File: config.mk
export PLATFORM = sky130hd
export DESIGN_NAME = stoch_signed_stream_decoder
export DESIGN_NICKNAME = d
export VERILOG_FILES = /design/src/rtl/stoch_signed_stream_decoder.sv
export SDC_FILE = /design/constraint.sdc
export NUM_CORES = 1
export LEC_CHECK = 0
export CAP_MARGIN = 20
export CORE_MARGIN = 5
export CORE_UTILIZATION = 59
export CTS_BUF_LIST = sky130_fd_sc_hd__clkbuf_4
export CTS_CLUSTER_DIAMETER = 40
export CTS_CLUSTER_SIZE = 30
export DETAILED_ROUTE_END_ITERATION = 10
export PLACE_DENSITY = 0.83
export SLEW_MARGIN = 20
export SYNTH_ARGS = -nofsm -noshare
export SYNTH_HDL_FRONTEND = slang
export SYNTH_SLANG_ARGS = --single-unit
File: constraint.sdc
create_clock -name CLK -period 2.6 [get_ports CLK]
set_input_delay 0.39 -clock CLK [delete_from_list [all_inputs] [get_ports CLK]]
set_output_delay 0.39 -clock CLK [all_outputs]
set_load 0.05 [all_outputs]
File: src/rtl/stoch_signed_stream_decoder.sv
// Signed stochastic bitstream decoder: per-lane up/down count of x_p - x_m over a
// 2^WINDOW_LOG2-sample window, emitted as one packed word through a single-entry buffer.
module stoch_signed_stream_decoder #(
  parameter int NUM_STREAMS = 16,
  parameter int WINDOW_LOG2 = 8,
  localparam int ACC_WIDTH  = WINDOW_LOG2 + 2
) (
  input  logic                               CLK,
  input  logic                               RST,
  input  logic                               in_valid,
  output logic                               in_ready,
  input  logic [NUM_STREAMS-1:0]             x_p,
  input  logic [NUM_STREAMS-1:0]             x_m,
  output logic                               out_valid,
  input  logic                               out_ready,
  output logic [NUM_STREAMS*ACC_WIDTH-1:0]   out_data,
  output logic [WINDOW_LOG2-1:0]             win_count
);

  localparam logic [WINDOW_LOG2-1:0] LAST_CNT = {WINDOW_LOG2{1'b1}};

  logic [ACC_WIDTH-1:0]             acc_q [NUM_STREAMS];
  logic [ACC_WIDTH-1:0]             acc_d [NUM_STREAMS];
  logic [ACC_WIDTH-1:0]             sum_v [NUM_STREAMS];
  logic [WINDOW_LOG2-1:0]           win_count_q, win_count_d;
  logic                             out_valid_q, out_valid_d;
  logic [NUM_STREAMS*ACC_WIDTH-1:0] out_data_q, out_data_d;
  logic                             at_last;
  logic                             accept;
  logic                             win_done;

  // Only the closing sample of a window can be held off, and only while the
  // previous word is still unconsumed.
  assign at_last   = (win_count_q == LAST_CNT);
  assign in_ready  = !(at_last && out_valid_q && !out_ready);
  assign accept    = in_valid && in_ready;
  assign win_done  = accept && at_last;

  assign out_valid = out_valid_q;
  assign out_data  = out_data_q;
  assign win_count = win_count_q;

  always_comb begin
    for (int i = 0; i < NUM_STREAMS; i++) begin
      sum_v[i] = acc_q[i] + ACC_WIDTH'(x_p[i]) - ACC_WIDTH'(x_m[i]);
    end
  end

  always_comb begin
    acc_d       = acc_q;
    win_count_d = win_count_q;
    out_valid_d = out_valid_q;
    out_data_d  = out_data_q;

    if (out_valid_q && out_ready) begin
      out_valid_d = 1'b0;
    end

    if (accept) begin
      win_count_d = win_count_q + WINDOW_LOG2'(1);
      for (int i = 0; i < NUM_STREAMS; i++) begin
        acc_d[i] = sum_v[i];
      end
    end

    if (win_done) begin
      out_valid_d = 1'b1;
      for (int i = 0; i < NUM_STREAMS; i++) begin
        out_data_d[i*ACC_WIDTH +: ACC_WIDTH] = sum_v[i];
        acc_d[i] = '0;
      end
    end
  end

  always_ff @(posedge CLK) begin
    if (RST) begin
      for (int i = 0; i < NUM_STREAMS; i++) begin
        acc_q[i] <= '0;
      end
      win_count_q <= '0;
      out_valid_q <= 1'b0;
      out_data_q  <= '0;
    end else begin
      for (int i = 0; i < NUM_STREAMS; i++) begin
        acc_q[i] <= acc_d[i];
      end
      win_count_q <= win_count_d;
      out_valid_q <= out_valid_d;
      out_data_q  <= out_data_d;
    end
  end

endmodule

==> notes.md <==
yosys + openroad results -> status=finished clean, R2R depth=11, Setup Skew=0.0429 ns, Die Height=189 um, tally of OpenROAD warnings=27, Detailed Route WL=50900 um, Worst Setup EP=in_ready, vias in the first global route=17900, P&R area growth vs syn=20.5%, placer congestion estimate=0.898, hold path endpoint=out_valid$_SDFFE_PP0P_, switching part of the total power=0.426, crit-path max cell delay=0.41 ns, Antenna Violating Nets Remaining=0, Layout fillers=2439, Yosys chip area=18900 um^2, RSZ-0062 raised after global routing=true, WL per Instance=16.6 um, number of synthesized flops with an enable pin=0, initial antenna violation count=3, R2R Path End=out_data[38]$_SDFFE_PP0P_, Pint=12.9 mW, highest net fanout along the worst path=4, Die Wd=189 um, Avg Cell Area, Syn=8.00 um^2, Pre-Repair DR Iteration Count=6, number of max-cap violations=0, ys flop type=dfxtp_1, ys flops=329, gr usage total=0.277, CTS root buffer=clkbuf_4, H-tree Lvls=2, Mapped Cells=2369, FP Core Util=0.599, Setup Slack @ Placement=-0.465 ns, net load switching power=9.56 mW, post-layout min period=2.49 ns, DR vias=17800, CP startpoint=win_count[1]$_SDFFE_PP0P_, final hold viol count=0, Top cell area share=0.348, fraction of layout cells with a size suffix above 1=0.0910, Worst Hold Depth=3, largest net degree at the start of global routing=91, FF-to-FF setup slack=0.13 ns, yosys cell count=2369, crit path DAT=2.10 ns, CTS tree=built, CP Cell Sequence=ha_2, nand3_1, or3_4, buf_4, Die Size=35800 um^2, Crit Path Class=flip-flop to output port, power share of the clock group=0.167, Largest cells by area=dfxtp_1 (35%), ha_1 (11%), nand2_1 (7.7%), maximum vdd drop=0.000658 V, P per Cell Area=982 nW/um^2, fin. max-slew vios=0, Worst setup SP type=flip-flop, Clk pin slew, worst setup/hold paths=0.12 ns, min-delay src=in_valid, Post-Syn Nets=2582, Comb pwr share=0.548, endpoint type of the worst setup path=output port, FMAX=401 MHz, Sinks on Clock Net=329, leakage=9.46 nW
layer usage:
| metal | wire, um | up-vias | share of wire | global-route usage |
|---|---|---|---|---|
| met5 | 0 | - | 0 | 0 |
| met4 | 1970 | 0 | 0.039 | 0.128 |
| li1 | - | 8752 | - | - |
| met1 | 21600 | 8403 | 0.42 | 0.332 |
| met3 | 3050 | 136 | 0.060 | 0.0498 |
| met2 | 24300 | 538 | 0.48 | 0.485 |
power by group through the flow:
stage	registers [mW]	clock network, mW	logic, mW
2_1_floorplan	6.35	0	9.12
3_3_place_gp	6.46	0	11.3
3_5_place_dp	6.50	0	11.9
4_1_cts	6.39	3.82	12.0
5_1_grt	6.50	4.06	13.7
6_report	6.40	3.74	12.3
placed cells by master, fill, tap and decap left out, drive strengths merged, types with 16 or more instances in the layout:
master         instances
a211oi                62
a21o                  58
a21oi                252
a22o                  32
and3                  30
buf                  116
clkbuf                52
clkdlybuf4s50        200
clkinv                16
dfxtp                329
fa                    16
ha                   161
inv                  212
nand2                391
nand2b                19
nand3                 35
nand3b                40
nor2                 144
nor2b                 30
nor3                  62
nor3b                 16
o21a                  18
o21ai                 99
o21bai                20
or3                   22
xnor2                 57
xor2                  30
registers in the layout (all words and copies together), names as in the netlist:
name       cells
out_valid      1
acc_q        160
win_count      8
out_data     160
worst max-delay path, delay by kind of cell (launching register included):
kind          cells  cell delay [ns]
buf+inv           1             0.21
fa+ha+maj         1             0.21
flops             1             0.38
simple gates      2             0.53
Yosys cell counts (14+ instances only):
library cell	count
o21bai_1	20
o21a_1	18
dfxtp_1	329
nor3b_1	16
xor2_1	30
o21ai_0	99
nand3_1	35
fa_1	16
buf_2	32
xnor2_1	57
a21o_1	58
nor2b_1	30
clkbuf_1	55
nor3_1	61
nand2b_1	19
nand3b_1	40
mux2i_1	14
nand2_1	390
nor2_1	143
or3_1	21
a22o_1	32
inv_1	206
a21oi_1	252
and3_1	30
ha_1	161
o211ai_1	14
a211oi_1	59
stage by stage:
| step | setup TNS (ns) | instances | area [um^2] | hold slack, ns |
|---|---|---|---|---|
| 2_1_floorplan | 0 | 2369 | 18900 | 0.436 |
| 3_3_place_gp | -13.48 | 2983 | 22000 | 0.442 |
| 3_5_place_dp | -21.71 | 2983 | 22000 | 0.448 |
| 4_1_cts | 0 | 3073 | 22800 | 0.324 |
| 5_1_grt | -0.0693 | 3075 | 22800 | 0.374 |
| 6_report | 0 | 3076 | 22800 | 0.390 |
layout make-up:
type	count	area, um^2	share of cell area
inverter	206	773	0.0339
timing repair buffer	320	3030	0.133
sequential	329	6590	0.289
tap	402	503	0.0220
clock buffer	52	390	0.0171
antenna	3	7.51	0.000329
clock inverter	37	368	0.0161
multi-input combinational	1727	11200	0.489
cell families after synthesis:
kind of cell	after synthesis	synth area share
buffers and inverters	313	0.0687
flip-flops	329	0.348
multiplexers	14	0.00739
AND/OR/NAND/NOR	822	0.201
AND-OR/OR-AND	627	0.212
XOR/XNOR	87	0.0402
adder cells (fa/ha/maj)	177	0.123
timing repair:
action	CTS	global route
setup endpoints to repair	5	25
hold buffers	1	0
pin swaps	0	10
endpoints found under the hold margin	8	0
resized	5	28
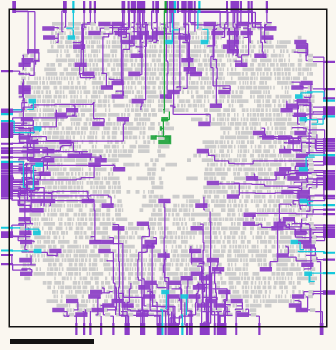
**Above:** port wiring.
The bar under the picture is 50 um long.
| color | port | bits | direction | edge | end cells | buffers | wire |
|---|---|---|---|---|---|---|---|
| cyan | x_p | 16 | input | 6 right, 5 left, 3 top, 2 bottom | 16 | 16 | 362 um |
| purple | out_data | 160 | output | 43 top, 42 bottom, 39 right, 36 left | 160 | 160 | 6480 um |
| green | in_valid | 1 | input | top | 5 | 1 | 96.7 um |
PortBufs: 205
Ports: 206

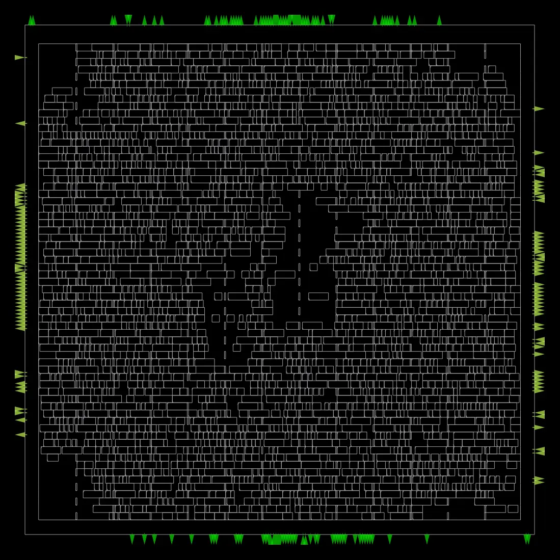
**Above:** cell placement.
Post-Layout Cell Count: 3076
Core Util, Final: 0.722
row count: 65
core box area: 31600 um^2

Power is estimated from default activity; no workload was simulated.
